[src/rtl/game_state_engine.sv]
// Per-frame dinosaur-runner game logic: jump physics, obstacle scroll/respawn,
// collision, score, night toggle and the IDLE/RUN/OVER state machine.
module game_state_engine #(
    parameter int unsigned GROUND_Y     = 200,
    parameter int unsigned DINO_X       = 40,
    parameter int unsigned JUMP_V       = 10,
    parameter int unsigned GRAVITY      = 1,
    parameter int unsigned OBS_START_X  = 340,
    parameter int unsigned SPEED_INIT   = 2,
    parameter int unsigned SPEED_MAX    = 6,
    parameter int unsigned SPEED_STEP   = 8,
    parameter int unsigned NIGHT_PERIOD = 16,
    parameter int unsigned ANIM_FRAMES  = 6,
    parameter int unsigned HIT_DX       = 12,
    parameter int unsigned HIT_DY       = 16
) (
    input  logic        clk,
    input  logic        rst_n,
    input  logic        frame_tick,
    input  logic        jump_btn,
    output logic [11:0] dino_y,
    output logic [1:0]  dino_state,
    output logic [11:0] obstacle_x,
    output logic        night,
    output logic [15:0] score,
    output logic        game_over
);
    localparam int unsigned POS_W   = 12;
    localparam int unsigned SCORE_W = 16;
    localparam int unsigned VEL_W   = 8;
    localparam int unsigned SUM_W   = POS_W + 2;
    localparam int unsigned SPD_W   = $clog2(SPEED_MAX + 1);
    localparam int unsigned SCNT_W  = $clog2(SPEED_STEP + 1);
    localparam int unsigned NCNT_W  = $clog2(NIGHT_PERIOD + 1);
    localparam int unsigned ACNT_W  = $clog2(ANIM_FRAMES + 1);
    localparam int unsigned SPAWN_X = 320 + 20;
    localparam logic [15:0] LFSR_SEED = 16'hACE1;

    typedef enum logic [1:0] {
        ST_IDLE = 2'd0,
        ST_RUN  = 2'd1,
        ST_OVER = 2'd2
    } state_t;

    state_t state_q, state_nxt;

    logic [1:0]  sync_q;
    logic        btn_prev_q;
    logic        jump_pend_q;
    logic [15:0] lfsr_q;
    logic        jump_ev_c;
    logic        jump_pend_c;

    logic signed [VEL_W-1:0] vel_q, vel_nxt;
    logic                    air_q, air_nxt;
    logic [SPD_W-1:0]        speed_q, speed_nxt;
    logic [SCNT_W-1:0]       speed_cnt_q, speed_cnt_nxt;
    logic [NCNT_W-1:0]       night_cnt_q, night_cnt_nxt;
    logic [ACNT_W-1:0]       anim_cnt_q, anim_cnt_nxt;
    logic                    run_phase_q, run_phase_nxt;

    logic [POS_W-1:0]   dino_y_nxt, obstacle_x_nxt;
    logic [1:0]         dino_state_nxt;
    logic               night_nxt, game_over_nxt;
    logic [SCORE_W-1:0] score_nxt;

    logic [POS_W-1:0]        dx_c, dy_c;
    logic                    hit_c;
    logic signed [SUM_W-1:0] y_sum;
    logic                    landed;

    // Button path: two-flop synchroniser, rising-edge detect, pending until next frame
    assign jump_ev_c   = sync_q[1] & ~btn_prev_q;
    assign jump_pend_c = jump_pend_q | jump_ev_c;

    always_ff @(posedge clk or negedge rst_n) begin
        if (!rst_n) begin
            sync_q      <= 2'b00;
            btn_prev_q  <= 1'b0;
            jump_pend_q <= 1'b0;
            lfsr_q      <= LFSR_SEED;
        end else begin
            sync_q      <= {sync_q[0], jump_btn};
            btn_prev_q  <= sync_q[1];
            jump_pend_q <= frame_tick ? 1'b0 : jump_pend_c;
            lfsr_q      <= {lfsr_q[0] ^ lfsr_q[2] ^ lfsr_q[3] ^ lfsr_q[5], lfsr_q[15:1]};
        end
    end

    // Collision window evaluated on the registered positions
    assign dx_c  = (obstacle_x >= POS_W'(DINO_X)) ? (obstacle_x - POS_W'(DINO_X))
                                                  : (POS_W'(DINO_X) - obstacle_x);
    assign dy_c  = POS_W'(GROUND_Y) - dino_y;
    assign hit_c = (dx_c < POS_W'(HIT_DX)) && (dy_c < POS_W'(HIT_DY));

    always_ff @(posedge clk or negedge rst_n) begin
        if (!rst_n) state_q <= ST_IDLE;
        else        state_q <= state_nxt;
    end

    always_comb begin
        state_nxt = state_q;
        if (frame_tick) begin
            case (state_q)
                ST_IDLE: if (jump_pend_c) state_nxt = ST_RUN;
                ST_RUN:  if (hit_c)       state_nxt = ST_OVER;
                ST_OVER: if (jump_pend_c) state_nxt = ST_RUN;
                default: state_nxt = ST_IDLE;
            endcase
        end
    end

    always_comb begin
        dino_y_nxt     = dino_y;
        dino_state_nxt = dino_state;
        obstacle_x_nxt = obstacle_x;
        night_nxt      = night;
        score_nxt      = score;
        game_over_nxt  = game_over;
        vel_nxt        = vel_q;
        air_nxt        = air_q;
        speed_nxt      = speed_q;
        speed_cnt_nxt  = speed_cnt_q;
        night_cnt_nxt  = night_cnt_q;
        anim_cnt_nxt   = anim_cnt_q;
        run_phase_nxt  = run_phase_q;
        y_sum          = '0;
        landed         = 1'b0;

        if (frame_tick && state_q == ST_OVER && jump_pend_c) begin
            dino_y_nxt     = POS_W'(GROUND_Y);
            dino_state_nxt = 2'd0;
            obstacle_x_nxt = POS_W'(OBS_START_X);
            night_nxt      = 1'b0;
            score_nxt      = '0;
            game_over_nxt  = 1'b0;
            vel_nxt        = '0;
            air_nxt        = 1'b0;
            speed_nxt      = SPD_W'(SPEED_INIT);
            speed_cnt_nxt  = '0;
            night_cnt_nxt  = '0;
            anim_cnt_nxt   = '0;
            run_phase_nxt  = 1'b0;
        end else if (frame_tick && state_q == ST_RUN) begin
            if (hit_c) begin
                dino_state_nxt = 2'd3;
                game_over_nxt  = 1'b1;
            end else begin
                if (jump_pend_c && !air_q) begin
                    vel_nxt = -VEL_W'(JUMP_V);
                    air_nxt = 1'b1;
                end

                // Sign-extended velocity step; landing snaps to the ground line
                if (air_nxt) begin
                    y_sum = $signed({2'b00, dino_y}) + SUM_W'(vel_nxt);
                    if (y_sum >= $signed(SUM_W'(GROUND_Y))) begin
                        dino_y_nxt = POS_W'(GROUND_Y);
                        vel_nxt    = '0;
                        air_nxt    = 1'b0;
                        landed     = 1'b1;
                    end else begin
                        dino_y_nxt = y_sum[POS_W-1:0];
                        vel_nxt    = vel_nxt + VEL_W'(GRAVITY);
                    end
                end

                if (obstacle_x <= POS_W'(speed_q)) begin
                    obstacle_x_nxt = POS_W'(SPAWN_X) + POS_W'(lfsr_q[5:0]);
                    if (score != '1) score_nxt = score + SCORE_W'(1);
                    if (speed_cnt_q == SCNT_W'(SPEED_STEP - 1)) begin
                        speed_cnt_nxt = '0;
                        if (speed_q < SPD_W'(SPEED_MAX)) speed_nxt = speed_q + SPD_W'(1);
                    end else begin
                        speed_cnt_nxt = speed_cnt_q + SCNT_W'(1);
                    end
                    if (night_cnt_q == NCNT_W'(NIGHT_PERIOD - 1)) begin
                        night_cnt_nxt = '0;
                        night_nxt     = ~night;
                    end else begin
                        night_cnt_nxt = night_cnt_q + NCNT_W'(1);
                    end
                end else begin
                    obstacle_x_nxt = obstacle_x - POS_W'(speed_q);
                end

                // Leg animation only advances on ground frames; landing restarts it
                if (air_nxt) begin
                    dino_state_nxt = 2'd2;
                end else if (landed) begin
                    anim_cnt_nxt   = '0;
                    run_phase_nxt  = 1'b0;
                    dino_state_nxt = 2'd0;
                end else begin
                    if (anim_cnt_q == ACNT_W'(ANIM_FRAMES - 1)) begin
                        anim_cnt_nxt  = '0;
                        run_phase_nxt = ~run_phase_q;
                    end else begin
                        anim_cnt_nxt = anim_cnt_q + ACNT_W'(1);
                    end
                    dino_state_nxt = {1'b0, run_phase_nxt};
                end
            end
        end
    end

    always_ff @(posedge clk or negedge rst_n) begin
        if (!rst_n) begin
            dino_y      <= POS_W'(GROUND_Y);
            dino_state  <= 2'd0;
            obstacle_x  <= POS_W'(OBS_START_X);
            night       <= 1'b0;
            score       <= '0;
            game_over   <= 1'b0;
            vel_q       <= '0;
            air_q       <= 1'b0;
            speed_q     <= SPD_W'(SPEED_INIT);
            speed_cnt_q <= '0;
            night_cnt_q <= '0;
            anim_cnt_q  <= '0;
            run_phase_q <= 1'b0;
        end else begin
            dino_y      <= dino_y_nxt;
            dino_state  <= dino_state_nxt;
            obstacle_x  <= obstacle_x_nxt;
            night       <= night_nxt;
            score       <= score_nxt;
            game_over   <= game_over_nxt;
            vel_q       <= vel_nxt;
            air_q       <= air_nxt;
            speed_q     <= speed_nxt;
            speed_cnt_q <= speed_cnt_nxt;
            night_cnt_q <= night_cnt_nxt;
            anim_cnt_q  <= anim_cnt_nxt;
            run_phase_q <= run_phase_nxt;
        end
    end

endmodule

[config.mk]
export PLATFORM = sky130hd
export DESIGN_NAME = game_state_engine
export DESIGN_NICKNAME = d
export VERILOG_FILES = /design/src/rtl/game_state_engine.sv
export SDC_FILE = /design/constraint.sdc
export NUM_CORES = 1
export LEC_CHECK = 0
export CAP_MARGIN = 20
export CORE_ASPECT_RATIO = 1.25
export CORE_MARGIN = 2
export CORE_UTILIZATION = 40
export CTS_BUF_LIST = sky130_fd_sc_hd__clkbuf_16
export CTS_CLUSTER_DIAMETER = 120
export DETAILED_ROUTE_END_ITERATION = 10
export GPL_ROUTABILITY_DRIVEN = 0
export PLACE_DENSITY = 0.58
export SLEW_MARGIN = 5
export SYNTH_ARGS = -nofsm -noshare
export SYNTH_HDL_FRONTEND = slang
export SYNTH_SLANG_ARGS = --single-unit
[constraint.sdc]
create_clock -name clk -period 11.3 [get_ports clk]
set_input_delay 2.26 -clock clk [delete_from_list [all_inputs] [get_ports clk]]
set_output_delay 2.26 -clock clk [all_outputs]
set_load 0.02 [all_outputs]
==> results_dict.tcl <==
# implementation run metrics
set metrics [dict create \
    setup_viol 0 \
    syn-instance-count 591 \
    synth.avg_cell_area_um2 9.18 \
    place_ws_ns 6.52 \
    edf_count 0 \
    p_int_uw 874 \
    max_freq_mhz 217 \
    timing.slew.headroom_pct 52.5 \
    largestClassByArea "logic gates" \
    timing.final.crit_share_pct 40.8 \
    cp_cell_sequence "nand2b_1 > a21oi_1 > or2_2 > ha_1 > a21oi_1 > nand2_1 > maj3_1 > o21ba_2 > and4_1 > nor3_1 > a41oi_4 > nor2_1 > o21a_1 > mux2_2" \
    clock_area_share_pct 4.63 \
    async_flop_share_pct 100 \
    stdcell_count 811 \
    path_buffers 0 \
    vias 4540 \
    bufAreaShareNonClock_pct 7.84 \
    grt_max_degree 56 \
    sh_seq_area_pct 36.2 \
    final_area_um2 6350 \
    endpoint "run_phase_q" \
    inverters_excl_clock 28 \
    hold_path.class "register to register" \
    ys_sh_simple_pct 20.7 \
    synthAoiAreaFrac_pct 20.3 \
    cap_violations 0 \
    yosysChipArea_um2 5430 \
    grt_pass1_wl_um 22400 \
    top_regs "lfsr_q: 16 flops, score: 16 flops" \
    setup_ws_ns 6.69 \
    pg_clk_uw 299 \
    p_comb_uw 750 \
    p_clk_share_pct 19.5 \
    clockBufferDepth 2 \
    cp_max_fo 8 \
    flops 91 \
    fin_util_pct 48.0 \
    cts_sinks 91 \
    slowest_delay_ns 0.58 \
    status "finished clean" \
    first_pass_iters 4 \
    r2r_cells 14 \
    ys_sh_adder_pct 6.66 \
    fp-utilization_pct 41.0 \
    r2r_setup_slack_ns 6.69 \
    top_cell_area_share_pct 34.6 \
    dpl.hpwl_um 9670 \
    nNetsFinal 665 \
    power.switching_uw 659 \
    htree_num_levels 3 \
    rows 47 \
    clk-insertion-delay-late_ns 0.34 \
    antenna_cells 0 \
    fin_crit_ns 4.61 \
    comb_area_um2 2950 \
    tool_warnings 29 \
]
## metal layers
metal	GRT usage, %	up-vias	routed length, um
met1	23.8	2234	5940
met4	5.27	0	187
met5	0	-	0
met2	34.7	85	6830
li1	-	2204	-
met3	3.06	17	417
## layout by cell type, fill, tap and decap left out, types with 9 or more instances in the layout
| master | instances |
|---|---|
| dfrtp_1 | 75 |
| nor2_1 | 67 |
| nand2_1 | 55 |
| a21oi_1 | 52 |
| o21ai_0 | 50 |
| clkdlybuf4s50_1 | 46 |
| inv_1 | 29 |
| nand3_1 | 25 |
| ha_1 | 24 |
| xnor2_1 | 21 |
| dfstp_2 | 16 |
| xor2_1 | 12 |
| nor3_1 | 11 |
| clkbuf_16 | 9 |
### I/O pins on the die edge

Bar = 20 um. Pins as bars across the die edge, other pins in grey.
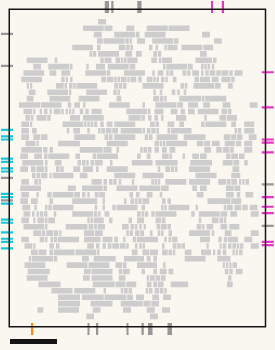
Key: `score` = cyan [pins 16, direction output, edge west]; `rst_n` = orange [pins 1, direction input, edge south]; `dino_y` = magenta [pins 12, direction output, edge 10 east, 2 north]
All pins by edge: 20 west, 12 east, 9 south, 7 north.
DIE WIDTH: 108 um
IO Port Bufs: 47

### Clock routing

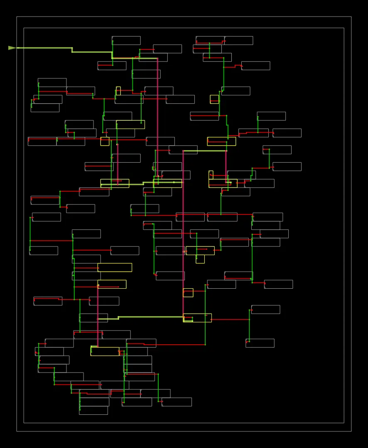
Num CTS Buffers: 9
clk_skew: 0.00827 ns
clock buffers: 9

### Zoomed window

Bar = 5 um. Window x 44 to 64, y 84 to 104 um. Cells in grey, sequential cells in the stronger grey; small squares are vias.
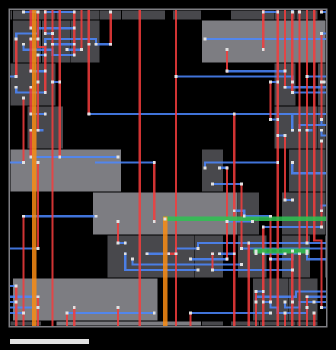
Key: M3 = green; M4 = orange; M2 = red; M1 = blue
21 logic cells have their middle in the window. Netlist names of flops here include `vel_q` (2). Sequential cells in the window: 4. Most frequent: dfrtp_1 (4), a21oi_1 (3).

### Gate-type map

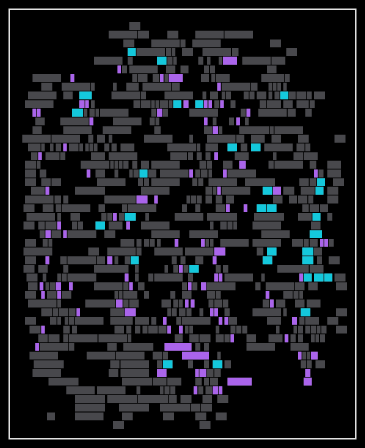
Key: non-inverting ao/oa cells = cyan [cells 31]; nor cells = purple [cells 93]

### Wiring heat map

22 x 27 tiles, from white (low) to dark blue (high), scaled to the fullest tile. Values are wire area over tile area, all layers added.
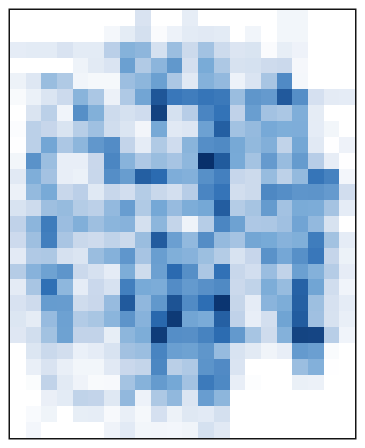
22% of the tiles are over half the peak. The densest ninth of the die: centre. The fullest tile reaches 0.48. 17% of the tiles are nearly empty.

